File: src/rtl/gamma_coder_seq_pkg.sv
// Shared types and constants for the gamma coder sequencer and key checkers.
package gamma_pkg;

  localparam int NK_W = 8;
  localparam int MD_W = 9;

  // Noise keys that carry no entropy and are always rejected.
  localparam logic [NK_W-1:0] KEY_ZERO = 8'h00;
  localparam logic [NK_W-1:0] KEY_ONES = 8'hFF;

  typedef enum logic [2:0] {
    IDLE  = 3'd0,
    WARM  = 3'd1,
    LOAD  = 3'd2,
    CHECK = 3'd3,
    MIX   = 3'd4,
    CAP   = 3'd5,
    OUT   = 3'd6
  } state_t;

endpackage

File: src/rtl/gamma_key_screen.sv
// Combinational weak-key detector: all-zero, all-one, or repeat of the
// last accepted key.
module gamma_key_screen
  import gamma_pkg::*;
(
  input  logic [NK_W-1:0] nk,
  input  logic [NK_W-1:0] last_key,
  input  logic            last_key_vld,
  output logic            key_bad
);

  // Flag a key that must not be used for mixing.
  always_comb begin
    key_bad = (nk == KEY_ZERO) || (nk == KEY_ONES) ||
              (last_key_vld && (nk == last_key));
  end

endmodule

File: src/rtl/gamma_coder_seq.sv
// Sequencer driving gen_gamma_coder: warm-up, key load, key screening with
// retries, mix, and result hand-off over valid/ready.
module gamma_coder_seq
  import gamma_pkg::*;
#(
  parameter int WARMUP    = 16,
  parameter int MAX_RETRY = 3,
  parameter int CNT_W     = 8
) (
  input  logic            clk,
  input  logic            rst_n,
  input  logic            in_valid,
  output logic            in_ready,
  input  logic [7:0]      in_data,
  output logic            en,
  output logic            set0,
  output logic            set1,
  output logic [7:0]      id,
  input  logic [NK_W-1:0] nk,
  input  logic [MD_W-1:0] md,
  output logic            out_valid,
  input  logic            out_ready,
  output logic [MD_W-1:0] out_md,
  output logic [NK_W-1:0] out_nk,
  output logic            out_err,
  output logic            busy
);

  localparam logic [CNT_W-1:0] CNT_LAST  = CNT_W'(WARMUP - 1);
  localparam logic [3:0]       RETRY_MAX = 4'(MAX_RETRY);

  state_t            state_q, state_d;
  logic [CNT_W-1:0]  cnt_q, cnt_d;
  logic [3:0]        retry_q, retry_d;
  logic              err_q, err_d;
  logic [NK_W-1:0]   last_key_q, last_key_d;
  logic              last_key_vld_q, last_key_vld_d;
  logic [7:0]        id_q, id_d;
  logic              en_q, en_d;
  logic              set0_q, set0_d;
  logic              set1_q, set1_d;
  logic              in_ready_q, in_ready_d;
  logic              busy_q, busy_d;
  logic              out_valid_q, out_valid_d;
  logic [MD_W-1:0]   out_md_q, out_md_d;
  logic [NK_W-1:0]   out_nk_q, out_nk_d;
  logic              out_err_q, out_err_d;
  logic              key_bad;

  gamma_key_screen u_key_screen (
    .nk           (nk),
    .last_key     (last_key_q),
    .last_key_vld (last_key_vld_q),
    .key_bad      (key_bad)
  );

  // Next-state, datapath and registered-output decode.
  // Control outputs are decoded from the next state so they are registered
  // yet aligned with the state they belong to.
  always_comb begin
    state_d        = state_q;
    cnt_d          = cnt_q;
    retry_d        = retry_q;
    err_d          = err_q;
    last_key_d     = last_key_q;
    last_key_vld_d = last_key_vld_q;
    id_d           = id_q;
    out_md_d       = out_md_q;
    out_nk_d       = out_nk_q;
    out_err_d      = out_err_q;

    case (state_q)
      IDLE: begin
        if (in_valid && in_ready_q) begin
          id_d    = in_data;
          cnt_d   = '0;
          retry_d = '0;
          state_d = WARM;
        end
      end
      WARM: begin
        if (cnt_q == CNT_LAST) begin
          state_d = LOAD;
        end else begin
          cnt_d = cnt_q + 1'b1;
        end
      end
      LOAD: begin
        state_d = CHECK;
      end
      CHECK: begin
        if (key_bad) begin
          if (retry_q < RETRY_MAX) begin
            retry_d = retry_q + 1'b1;
            cnt_d   = '0;
            state_d = WARM;
          end else begin
            err_d   = 1'b1;
            state_d = MIX;
          end
        end else begin
          err_d   = 1'b0;
          state_d = MIX;
        end
      end
      MIX: begin
        state_d = CAP;
      end
      CAP: begin
        out_md_d  = md;
        out_nk_d  = nk;
        out_err_d = err_q;
        if (!err_q) begin
          last_key_d     = nk;
          last_key_vld_d = 1'b1;
        end
        state_d = OUT;
      end
      OUT: begin
        if (out_ready) begin
          state_d = IDLE;
        end
      end
      default: begin
        state_d = IDLE;
      end
    endcase

    en_d        = (state_d == WARM) || (state_d == LOAD);
    set0_d      = (state_d == LOAD);
    set1_d      = (state_d == MIX);
    in_ready_d  = (state_d == IDLE);
    busy_d      = (state_d != IDLE);
    out_valid_d = (state_d == OUT);
  end

  // State, datapath and output registers with asynchronous clear.
  always_ff @(posedge clk or negedge rst_n) begin
    if (!rst_n) begin
      state_q        <= IDLE;
      cnt_q          <= '0;
      retry_q        <= '0;
      err_q          <= 1'b0;
      last_key_q     <= '0;
      last_key_vld_q <= 1'b0;
      id_q           <= '0;
      en_q           <= 1'b0;
      set0_q         <= 1'b0;
      set1_q         <= 1'b0;
      in_ready_q     <= 1'b1;
      busy_q         <= 1'b0;
      out_valid_q    <= 1'b0;
      out_md_q       <= '0;
      out_nk_q       <= '0;
      out_err_q      <= 1'b0;
    end else begin
      state_q        <= state_d;
      cnt_q          <= cnt_d;
      retry_q        <= retry_d;
      err_q          <= err_d;
      last_key_q     <= last_key_d;
      last_key_vld_q <= last_key_vld_d;
      id_q           <= id_d;
      en_q           <= en_d;
      set0_q         <= set0_d;
      set1_q         <= set1_d;
      in_ready_q     <= in_ready_d;
      busy_q         <= busy_d;
      out_valid_q    <= out_valid_d;
      out_md_q       <= out_md_d;
      out_nk_q       <= out_nk_d;
      out_err_q      <= out_err_d;
    end
  end

  assign in_ready  = in_ready_q;
  assign en        = en_q;
  assign set0      = set0_q;
  assign set1      = set1_q;
  assign id        = id_q;
  assign out_valid = out_valid_q;
  assign out_md    = out_md_q;
  assign out_nk    = out_nk_q;
  assign out_err   = out_err_q;
  assign busy      = busy_q;

endmodule

File: config.mk
export PLATFORM = sky130hd
export DESIGN_NAME = gamma_coder_seq
export DESIGN_NICKNAME = d
export VERILOG_FILES = /design/src/rtl/gamma_coder_seq_pkg.sv /design/src/rtl/gamma_key_screen.sv /design/src/rtl/gamma_coder_seq.sv
export SDC_FILE = /design/constraint.sdc
export NUM_CORES = 1
export LEC_CHECK = 0
export CAP_MARGIN = 20
export CORE_MARGIN = 4
export CORE_UTILIZATION = 45
export DETAILED_ROUTE_END_ITERATION = 10
export PLACE_DENSITY_LB_ADDON = 0.1
export SYNTH_ARGS = -nofsm -noshare
export SYNTH_HDL_FRONTEND = slang
export SYNTH_SLANG_ARGS = --single-unit
export TNS_END_PERCENT = 30
File: constraint.sdc
create_clock -name clk -period 2.66 [get_ports clk]
set_clock_uncertainty 0.1 [all_clocks]
set_input_delay 0.266 -clock clk [delete_from_list [all_inputs] [get_ports clk]]
set_output_delay 0.266 -clock clk [all_outputs]
set_load 0.005 [all_outputs]
==> run notes <==
run results: status completed, fp_density roughly 48%, slew margin rel. about two thirds, IO Pins between 60 and 70, switching share of power 31.2%, Setup Viol. Count Final 0, max cap viols 0, Final min period about 2000 ps, Worst Tran Pin Value approximately 530 ps, sequential power share around two fifths, Leading cell kind sequential cells, Non-clock buffers 65, period utilisation layout between 70% and 80%, Largest type area fraction 55.6%, Tool Warnings 26, vias in the first global route between 1500 and 2000, switching pwr 0.00118 W, initial antenna violation count 0, yosys stat area approximately 2500 um2, number of enable flip-flop cells 0, Clock Tree Buf Depth 2, share of cells above drive strength 1 between 20% and 30%, Layout Nets about 300, Final HPWL DP 3820 um, non-clock buffer share of cell area between 10% and 20%, Mapped Nets around 240, Reg clk slew, reported paths about 70 ps, H-Tree Depth 3, core footprint around 5300 um2, FFs w/ async S/R, synth 100%, Comb area share a little under a third, FP Rows 26, Crit Path Category flip-flop to flip-flop, CP Max Fanout 6, Top area cell types dfrtp_1 56%, mux2_2 15%, xor2_1 2.4%, cell area after layout between 3000 and 4000 um2, reg2reg start cnt_q[0], CP Launch Type flip-flop, Die Wd 82.8 um, Mapped Cells 206, top_reg_cell synth dfrtp_1, largest net degree at the start of global routing 25, first-pass GRT wire length 9160 um, reg2reg path depth 6, Critical path origin cnt_q[0], crit path DAT around 2100 ps, clock share of power between 20% and 30%, Post-DP Area roughly 3200 um2, RSZ-0062 raised after global routing false, CTS buffer count 9, FF-to-FF setup slack ~660 ps, 1st-pass router iterations 4, Tap Count about 70, area leader, netlist dfrtp_1, WP data required around 2800 ps, Fill cells around 440, internal cell power between 0.002 and 0.003 W, Critical R2R Capture cnt_q[3], quantity of I/O buffers inserted on ports 60, overall power 0.00379 W, combinational gates 135, Combinational Power Share a little under 40%, antenna cells 0, fin. max-slew vios 0, starting DRC count in detailed routing just under 90, Max VDD drop roughly 620 uV, Leak 1.46 nW, CTS root buffer clkbuf_8, DIE HEIGHT roughly 83 um, Seq/total area about two fifths, sum of negative setup slack 0 ps, Commonest cells post-synth 56 x dfrtp_1, 34 x mux2_2, 12 x nand2_1, unique cell type count in the Yosys netlist ~45, PD cells roughly 1100 nW/um2, clock network area share under 10%, Inverters, non-clock 10, post-synthesis sequential area ratio a little under three fifths, hold crit path type input pin to asynchronous set/reset pin, Crit. End Element flip-flop, yosys stat cell total 206, Sequential Area approximately 1400 um2, crit path capture cnt_q[3], Mapped Area ~2500 um2, Peak Freq ~500 MHz, most common cell in the netlist dfrtp_1, Late-Pin Clk Latency approximately 340 ps, drt drc 0, Comb area approximately 1000 um2, synthesized area per cell 12.2 um2, Yosys warnings 0, CTS resizes 0, TritonCTS clock tree done, die area just under 7000 um2, final hold vios 0, Synth Register Bits about 57, grt total ovfl 0, Layout area overhead 35.8%, vias per cell slightly above 5, GPL Wtd Cong 0.813, number of routed nets with antenna violations 0
## placed cells by master, fill, tap and decap left out, drive strengths merged, types with 7 or more instances in the layout
master and count:
nand2 13, inv 10, dfrtp 56, clkdlybuf4s50 59, clkbuf 11, mux2 34
xor2 7, nor2 12, a21oi 10
## state kept, by name, indices dropped and copies added (netlist names)
name	flops
set0	1
last_key_q	8
out_nk	8
en	1
state_q	3
out_md	9
retry_q	4
id	8
in_ready	1
busy	1
err_q	1
out_err	1
cnt_q	8
last_key_vld_q	1
set1	1
out_valid	1
## power by group through the flow
stage | Sequential, W | Clock [W] | Combinational (W)
after floorplan | 0.00148 | 0 | 0.000814
after global placement | 0.00152 | 0 | 0.00146
after detailed placement | 0.00153 | 0 | 0.00148
after CTS | 0.00152 | 0.000818 | 0.00149
after global routing | 0.00158 | 0.000855 | 0.00162
final | 0.00153 | 0.000798 | 0.00147
## timing repair
item,CTS,global route
setup buffers,0,0
hold endpoints to repair,14,0
hold buffers,1,0
## metrics by stage
stage                     std cells  hold WS, ps  utilization, %  setup slack (ps)
final                           353          289            64.9               659
after global routing            353          328            64.9               560
after CTS                       353          288            64.9               658
after detailed placement        336          117            61.0               428
after global placement          336          111            61.0               454
after floorplan                 206         -130               -               839
## logic make-up after synthesis
group,count (synthesis),synth area share [%]
buffers and inverters,14,2.24
flip-flops,57,56.7
multiplexers,35,15.6
AND/OR/NAND/NOR,57,12.4
AND-OR/OR-AND,33,9.34
XOR/XNOR,8,2.78
adder cells (fa/ha/maj),2,0.993
## metal layers
metal	part of all wire [%]	GRT usage, %
met4	1.8	7.13
met5	0	0
met1	48	22.1
met3	6.6	7.03
met2	44	23.6
## critical path, cell delays in order, from the launching register on
cell and delay (ps):
dfrtp_1 410, ha_1 230, and3_1 230, and2_1 180, a221o_1 360, a31oi_4 250
a21oi_1 120
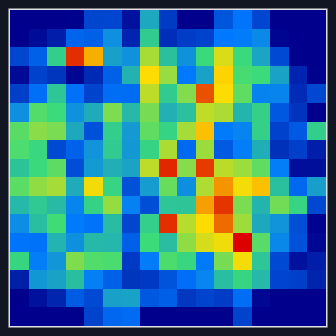
Fig. 1. Signal metal coverage by tile.
The die is cut into 17 by 17 equal tiles; dark blue is low, red is high, scaled to the fullest tile. Values are wire area over tile area, all layers added.
- nearly empty tiles: 13%
- fullest tile: 0.38
- densest ninth of the die: middle
- tiles over half the peak: 23%
- mean over tiles: 0.13
DR WL/cell: 15.1 um
final wirelength: 5340 um
global-route usage over all layers: 16.6%
Via Count: 1817

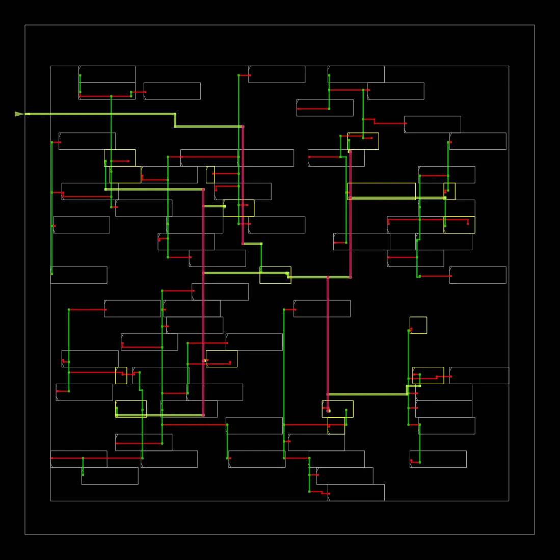
Fig. 2. Clock routing.
Sink Count: 57
CLK BUF: 11
seq_cells: 57

Power is estimated from default activity; no workload was simulated.
